--- src/rtl/exception_ctrl_if.sv ---
// rtl/exception_ctrl_if.sv - vector-table read port between exception_ctrl and its memory
interface exception_ctrl_if #(
  parameter int W = 32
);
  logic         mem_rd;
  logic [W-1:0] mem_addr;
  logic [7:0]   mem_data;

  modport master (output mem_rd, output mem_addr, input mem_data);
  modport slave  (input mem_rd, input mem_addr, output mem_data);
endinterface

--- src/rtl/exception_ctrl.sv ---
// rtl/exception_ctrl.sv - prioritised exception entry/return sequencer with vector-table fetch
module exception_ctrl #(
  parameter int N_SRC    = 3,
  parameter int W        = 32,
  parameter int VEC_BASE = 253,
  parameter int MEM_LAT  = 2
) (
  input  logic               i_clk,
  input  logic               i_reset_n,
  input  logic [N_SRC-1:0]   i_exc_in,
  input  logic [N_SRC-1:0]   i_exc_mask,
  input  logic [W-1:0]       i_pc_in,
  input  logic               i_rte,
  exception_ctrl_if.master   mem,
  output logic [W-1:0]       o_epc,
  output logic [N_SRC-1:0]   o_cause,
  output logic [W-1:0]       o_new_pc,
  output logic               o_pc_load,
  output logic               o_exc_active,
  output logic [N_SRC-1:0]   o_pending
);

  localparam int CNT_W = (MEM_LAT > 1) ? $clog2(MEM_LAT) : 1;
  localparam logic [CNT_W-1:0] CNT_INIT = CNT_W'(MEM_LAT - 1);

  typedef enum logic [2:0] {IDLE, FETCH, WAIT, LOAD, HANDLER, RETURN} state_t;

  state_t             r_state;
  logic [CNT_W-1:0]   r_cnt;
  logic [N_SRC-1:0]   r_pending;
  logic               r_mem_rd;
  logic [W-1:0]       r_mem_addr;
  logic [W-1:0]       r_epc;
  logic [N_SRC-1:0]   r_cause;
  logic [W-1:0]       r_new_pc;
  logic               r_pc_load;
  logic               r_exc_active;

  logic [N_SRC-1:0]   w_new_req;
  logic [N_SRC-1:0]   w_req;
  logic [N_SRC-1:0]   w_sel_oh;
  logic [W-1:0]       w_sel_idx;
  logic [N_SRC-1:0]   w_clr;
  logic [N_SRC-1:0]   w_set;

  assign w_new_req = i_exc_in & i_exc_mask;
  assign w_req     = r_pending | w_new_req;

  always_comb begin
    w_sel_oh  = '0;
    w_sel_idx = '0;
    for (int i = N_SRC - 1; i >= 0; i--) begin
      if (w_req[i]) begin
        w_sel_oh    = '0;
        w_sel_oh[i] = 1'b1;
        w_sel_idx   = W'(i);
      end
    end
  end

  // A request served straight from i_exc_in is consumed; only a repeat of an
  // already-pending source survives its own selection cycle.
  assign w_clr = (r_state == IDLE) ? w_sel_oh : '0;
  assign w_set = w_new_req & ~(w_clr & ~r_pending);

  always_ff @(posedge i_clk) begin
    if (!i_reset_n) begin
      r_state      <= IDLE;
      r_cnt        <= '0;
      r_pending    <= '0;
      r_mem_rd     <= 1'b0;
      r_mem_addr   <= '0;
      r_epc        <= '0;
      r_cause      <= '0;
      r_new_pc     <= '0;
      r_pc_load    <= 1'b0;
      r_exc_active <= 1'b0;
    end else begin
      r_pending <= (r_pending & ~w_clr) | w_set;
      r_mem_rd  <= 1'b0;
      r_pc_load <= 1'b0;
      case (r_state)
        IDLE: begin
          if (|w_req) begin
            r_epc        <= i_pc_in;
            r_cause      <= w_sel_oh;
            r_mem_addr   <= W'(VEC_BASE) + w_sel_idx;
            r_mem_rd     <= 1'b1;
            r_exc_active <= 1'b1;
            r_state      <= FETCH;
          end
        end
        FETCH: begin
          r_cnt   <= CNT_INIT;
          r_state <= WAIT;
        end
        WAIT: begin
          if (r_cnt == '0) begin
            r_new_pc  <= W'(mem.mem_data);
            r_pc_load <= 1'b1;
            r_state   <= LOAD;
          end else begin
            r_cnt <= r_cnt - CNT_W'(1);
          end
        end
        LOAD: begin
          r_state <= HANDLER;
        end
        HANDLER: begin
          if (i_rte) begin
            r_new_pc  <= r_epc;
            r_pc_load <= 1'b1;
            r_state   <= RETURN;
          end
        end
        RETURN: begin
          r_exc_active <= 1'b0;
          r_state      <= IDLE;
        end
        default: begin
          r_exc_active <= 1'b0;
          r_state      <= IDLE;
        end
      endcase
    end
  end

  assign mem.mem_rd   = r_mem_rd;
  assign mem.mem_addr = r_mem_addr;
  assign o_epc        = r_epc;
  assign o_cause      = r_cause;
  assign o_new_pc     = r_new_pc;
  assign o_pc_load    = r_pc_load;
  assign o_exc_active = r_exc_active;
  assign o_pending    = r_pending;

endmodule

--- src/flat_wrapper.sv ---
// flat-port wrapper written by rule: the top's interface ports become plain ports
module exception_ctrl_flat 
#(
  parameter int N_SRC    = 3,
  parameter int W        = 32,
  parameter int VEC_BASE = 253,
  parameter int MEM_LAT  = 2
)
  (i_clk, i_reset_n, i_exc_in, i_exc_mask, i_pc_in, i_rte, o_epc, o_cause, o_new_pc, o_pc_load, o_exc_active, o_pending, mem_mem_rd, mem_mem_addr, mem_mem_data);
  exception_ctrl_if #(.W(W)) mem_i ();
  input  logic i_clk;
  input  logic i_reset_n;
  input  logic [N_SRC-1:0] i_exc_in;
  input  logic [N_SRC-1:0] i_exc_mask;
  input  logic [W-1:0] i_pc_in;
  input  logic i_rte;
  output logic [W-1:0] o_epc;
  output logic [N_SRC-1:0] o_cause;
  output logic [W-1:0] o_new_pc;
  output logic o_pc_load;
  output logic o_exc_active;
  output logic [N_SRC-1:0] o_pending;
  output wire logic [$bits(mem_i.mem_rd)-1:0] mem_mem_rd;
  output wire logic [$bits(mem_i.mem_addr)-1:0] mem_mem_addr;
  input wire logic [$bits(mem_i.mem_data)-1:0] mem_mem_data;
  assign mem_mem_rd = mem_i.mem_rd;
  assign mem_mem_addr = mem_i.mem_addr;
  assign mem_i.mem_data = mem_mem_data;
  exception_ctrl #(.N_SRC(N_SRC), .W(W), .VEC_BASE(VEC_BASE), .MEM_LAT(MEM_LAT)) u_core (.i_clk(i_clk), .i_reset_n(i_reset_n), .i_exc_in(i_exc_in), .i_exc_mask(i_exc_mask), .i_pc_in(i_pc_in), .i_rte(i_rte), .mem(mem_i), .o_epc(o_epc), .o_cause(o_cause), .o_new_pc(o_new_pc), .o_pc_load(o_pc_load), .o_exc_active(o_exc_active), .o_pending(o_pending));
endmodule
--- config.mk ---
export PLATFORM = sky130hd
export DESIGN_NAME = exception_ctrl_flat
export DESIGN_NICKNAME = d
export VERILOG_FILES = /design/src/rtl/exception_ctrl_if.sv /design/src/rtl/exception_ctrl.sv /design/src/flat_wrapper.sv
export SDC_FILE = /design/constraint.sdc
export NUM_CORES = 1
export LEC_CHECK = 0
export CAP_MARGIN = 30
export CORE_MARGIN = 2
export CORE_UTILIZATION = 46
export CTS_CLUSTER_DIAMETER = 30
export DETAILED_ROUTE_END_ITERATION = 10
export HOLD_SLACK_MARGIN = 0.15
export PLACE_DENSITY_LB_ADDON = 0.05
export SLEW_MARGIN = 20
export SYNTH_ARGS = -nofsm -noshare
export SYNTH_HDL_FRONTEND = slang
export SYNTH_SLANG_ARGS = --single-unit
--- constraint.sdc ---
create_clock -name i_clk -period 1.9 [get_ports i_clk]
set_input_delay 0.285 -clock i_clk [delete_from_list [all_inputs] [get_ports i_clk]]
set_output_delay 0.285 -clock i_clk [all_outputs]
set_load 0.02 [all_outputs]
==> notes.org <==
#+TITLE: Flow metrics

** Finish
- Among logic cells in the layout, the one with the most instances is sky130_fd_sc_hd__clkdlybuf4s50_1.
- Area occupied by registers :: 1620 µm²
- Most area-hungry cell class in the final design :: multi-input combinational cells
- Sequential cell area share :: 27.2%
- Area Overhead vs Synth :: 36.0%
- Top cells excl fill/tap :: sky130_fd_sc_hd__clkdlybuf4s50_1, sky130_fd_sc_hd__nand2_1, sky130_fd_sc_hd__dfxtp_1
- Final-layout clock buffer total :: 11
- Final net count :: 698
- The post-route netlist has 14.4% of its cells at a drive strength greater than 1.
- Multi-input logic cell count :: 387
- ClkCell Share :: 3.83%
- In the final layout, the fill cell count is 816.
- Per the final report, the share of cell area in non-clock buffers is 27.4%.

** Die
- Chip Height :: 102 µm
- Share of the core filled by cells before placement :: 47.5%
- After floorplanning, the core was divided into 35 placement rows.
- For this floorplan the total number of well-tap instances is 129.
- Chip area :: 10300 µm²
- Chip Width :: 102 µm
- The total area inside the core boundary comes to 9240 µm².

** Routing
- For this block, the routed nets add up to 13200 µm of wire.
- Total routed wire length on the met1 layer :: 5840 µm
- Violation tally from detailed-route iteration zero :: 302
- Top layer used by detailed routing :: met4
- Wire segments on met2 add up to 6310 µm in the final route.
- Detail-routed net length per standard cell :: 16.9 µm
- First-pass iteration count of the detailed router :: 5
- In this run the remaining antenna-violating nets after routing total 0.

** Logic synthesis
- Yosys attributes the largest share of cell area to sky130_fd_sc_hd__dfxtp_1, sky130_fd_sc_hd__nand2_1, sky130_fd_sc_hd__a311oi_1, sky130_fd_sc_hd__buf_4, sky130_fd_sc_hd__or3_1.
- Compound-cell area share of the yosys netlist :: 17.9%
- Yosys stat chip area :: 4390 µm²
- Fraction of the mapped netlist area in simple logic gates :: 29.9%
- Share of the yosys chip area belonging to registers :: 36.9%
- Main logic family after synthesis :: simple AND/OR/NAND/NOR gates
- Among all flip-flop cells after synthesis, the most frequent one is sky130_fd_sc_hd__dfxtp_1.
- The cell-mix breakdown from Yosys lists the adder-cell area share as 0.285%.
- Counting distinct cell types in the post-synthesis netlist gives 50.
- For reference, XOR and XNOR gates occupy 0.199% of the area reported after synthesis.
- The portion of synthesized area spent on multiplexers is 1.82%.
- Netlist Area Pre-Place :: 4390 µm²
- The synthesis stat section lists a flop and latch total of 81.
- A synthesized cell averages 8.22 µm².
- Library cell occupying the most area in the post-synthesis netlist :: sky130_fd_sc_hd__dfxtp_1

** Timing
- Skew final :: 0.00828 ns
- RSZ-0062 raised after global routing :: false
- Pins over their slew limit in the final report were tallied at 0.
- The final layout reports a setup TNS of 0 ns.
- For reference, the final report shows the hold violation count at 0.
- Count of final setup violators :: 0
- Worst-case hold slack :: 0.457 ns
- Final clock period utilization by the worst path :: 92.4%

** Placed design
- For this run the detailed placement stage logged an HPWL of 8950 µm.
- The placement report lists the number of port buffers as 130.

** Min path
- The number of cells on the worst hold path is listed as 2.
- STA reports the tightest min-delay check as being of type register to register.
- Hold Crit Endpoint :: u_core.o_exc_active
- Beginning of the worst hold path :: u_core.o_exc_active

** Global routing
- GRT busiest layer :: met2
- Routing resource usage on met1 recorded by global route was 36.2%.
- Entering global routing, the biggest net connects 83 pins.
- After global routing the overflow that remains totals 0.
- Global routing consumed, on the met2 layer, 40.7% of the routing resources.
- The first global-routing pass estimated 20900 µm of wire.
- The number of global-route vias before repair is 4073.
- Summed over all routing layers, the global router reports a total usage of 25.3%.

** Clocking
- CTS tree :: built
- Clk pin slew, worst setup/hold paths :: 0.08 ns
- # H-tree levels :: 3
- Number of gates resized after cts :: 0
- For the worst-skew pair, the clock arrives at the later sink with an insertion delay of 0.35 ns.
- Root Buffer :: sky130_fd_sc_hd__clkbuf_8
- Quantity of hold-fixing buffers added after cts :: 0
- Counting along the longest clock path gives a buffer depth of 2.
- In this run the post-CTS setup repair buffer count came out at 0.

** Worst setup path
- Worst Setup Path Type :: register to primary output
- Ordered list of cells on the worst path :: clkdlybuf4s50_1
- Kind of cell adding the most delay to the critical path :: buffers and inverters
- STA lists the startpoint of the worst register-to-register path as u_core.r_state[1].
- The worst setup path is captured at a primary output.
- The worst setup path is launched from a register.
- Peak per-stage delay on the critical path :: 0.66 ns
- In this run the register-to-register setup slack is 0.20 ns.
- Data required time at the worst endpoint :: 1.62 ns
- Number of buffers and inverters on the critical path :: 1
- Maximum fanout along the worst path :: 7
- Looking at the reg2reg group, the worst path ends at u_core.o_new_pc[0].

** Pwr
- Leakage power total :: 0.00229 µW
- The final power report lists total power as 6260 µW.

** Job
- Across the run, the number of max-cap violations was 0.

** Status
- Status :: completed
-- how the worst max path moves through the flow --
| stage | from | to | slack, ns | depth (start not counted) |
|---|---|---|---|---|
| CTS | u_core.mem.mem_addr[7] | mem_mem_addr[3] | 0.13 | 1 |
| global placement | i_exc_in[1] | u_core.mem.mem_addr[1] | -0.13 | 7 |
| finish | u_core.mem.mem_addr[7] | mem_mem_addr[5] | 0.14 | 1 |
| floorplan | u_core.o_pending[1] | u_core.mem.mem_addr[1] | 0.004 | 7 |
| global route | u_core.r_state[1] | u_core.o_new_pc[6] | 0.05 | 5 |
| detailed placement | i_exc_in[1] | u_core.mem.mem_addr[1] | -0.16 | 7 |
-- kinds of logic after synthesis --
| group | after synthesis |
|---|---|
| buffers and inverters | 88 |
| muxes | 8 |
| xor gates and xnor gates | 1 |
| and+or+nand+nor | 248 |
| AOI/OAI and AO/OA | 106 |
| adders and majority gates | 1 |
| DFF | 81 |
| other | 1 |
-- stage by stage --
step / instances / util [%] / setup slack (ns)
3_5_place_dp: 766 / 62.2 / -0.164
4_1_cts: 782 / 64.6 / 0.135
2_1_floorplan: 556 / - / 0.00364
3_3_place_gp: 766 / 62.2 / -0.125
6_report: 782 / 64.6 / 0.145
5_1_grt: 782 / 64.6 / 0.0545
-- where the power goes --
group / switching [µW] / total [µW] / leakage [µW] / internal, µW
Combinational: 1460 / 2560 / 0.00151 / 1090
Clock: 642 / 1450 / 0.000115 / 808
Sequential: 277 / 2260 / 0.000662 / 1980
Total: 2380 / 6260 / 0.00229 / 3880
==> images/registers.png <==
Drawn at 4 px/µm. Other sequential cells in the stronger gray, the rest of the logic in the fainter gray.
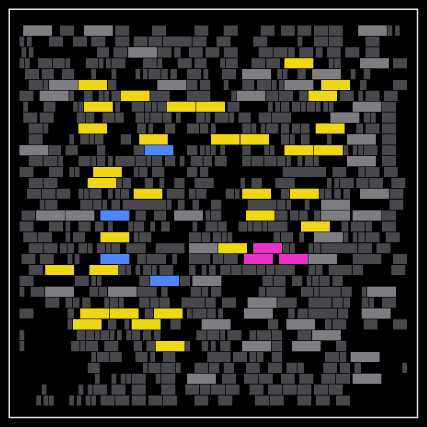
[magenta] u_core.r_state | flops: 3
[yellow] u_core.o_epc | flops: 32
[blue] u_core.mem.mem_addr | flops: 4

==> images/zoom.png <==
Region (66, 15) to (86, 35) µm. Cells in gray, sequential cells in the stronger gray; small squares are vias.
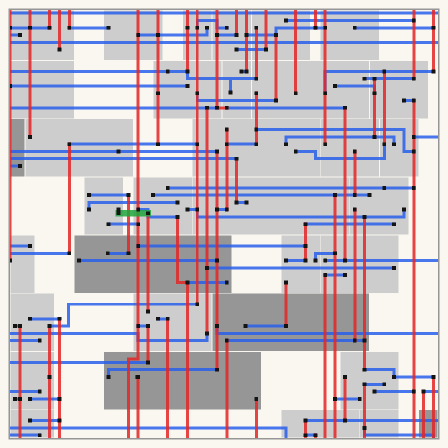
[blue] met1
[red] met2
[green] met3
most frequent: o31ai_1 (5), buf_4 (5), dfxtp_1 (3)
cells with their middle in the window: 28
netlist names of flops here include: u_core.o_new_pc (3)
sequential cells in the window: 3

Power figures rest on the tool's default switching activity, not on a simulated workload.
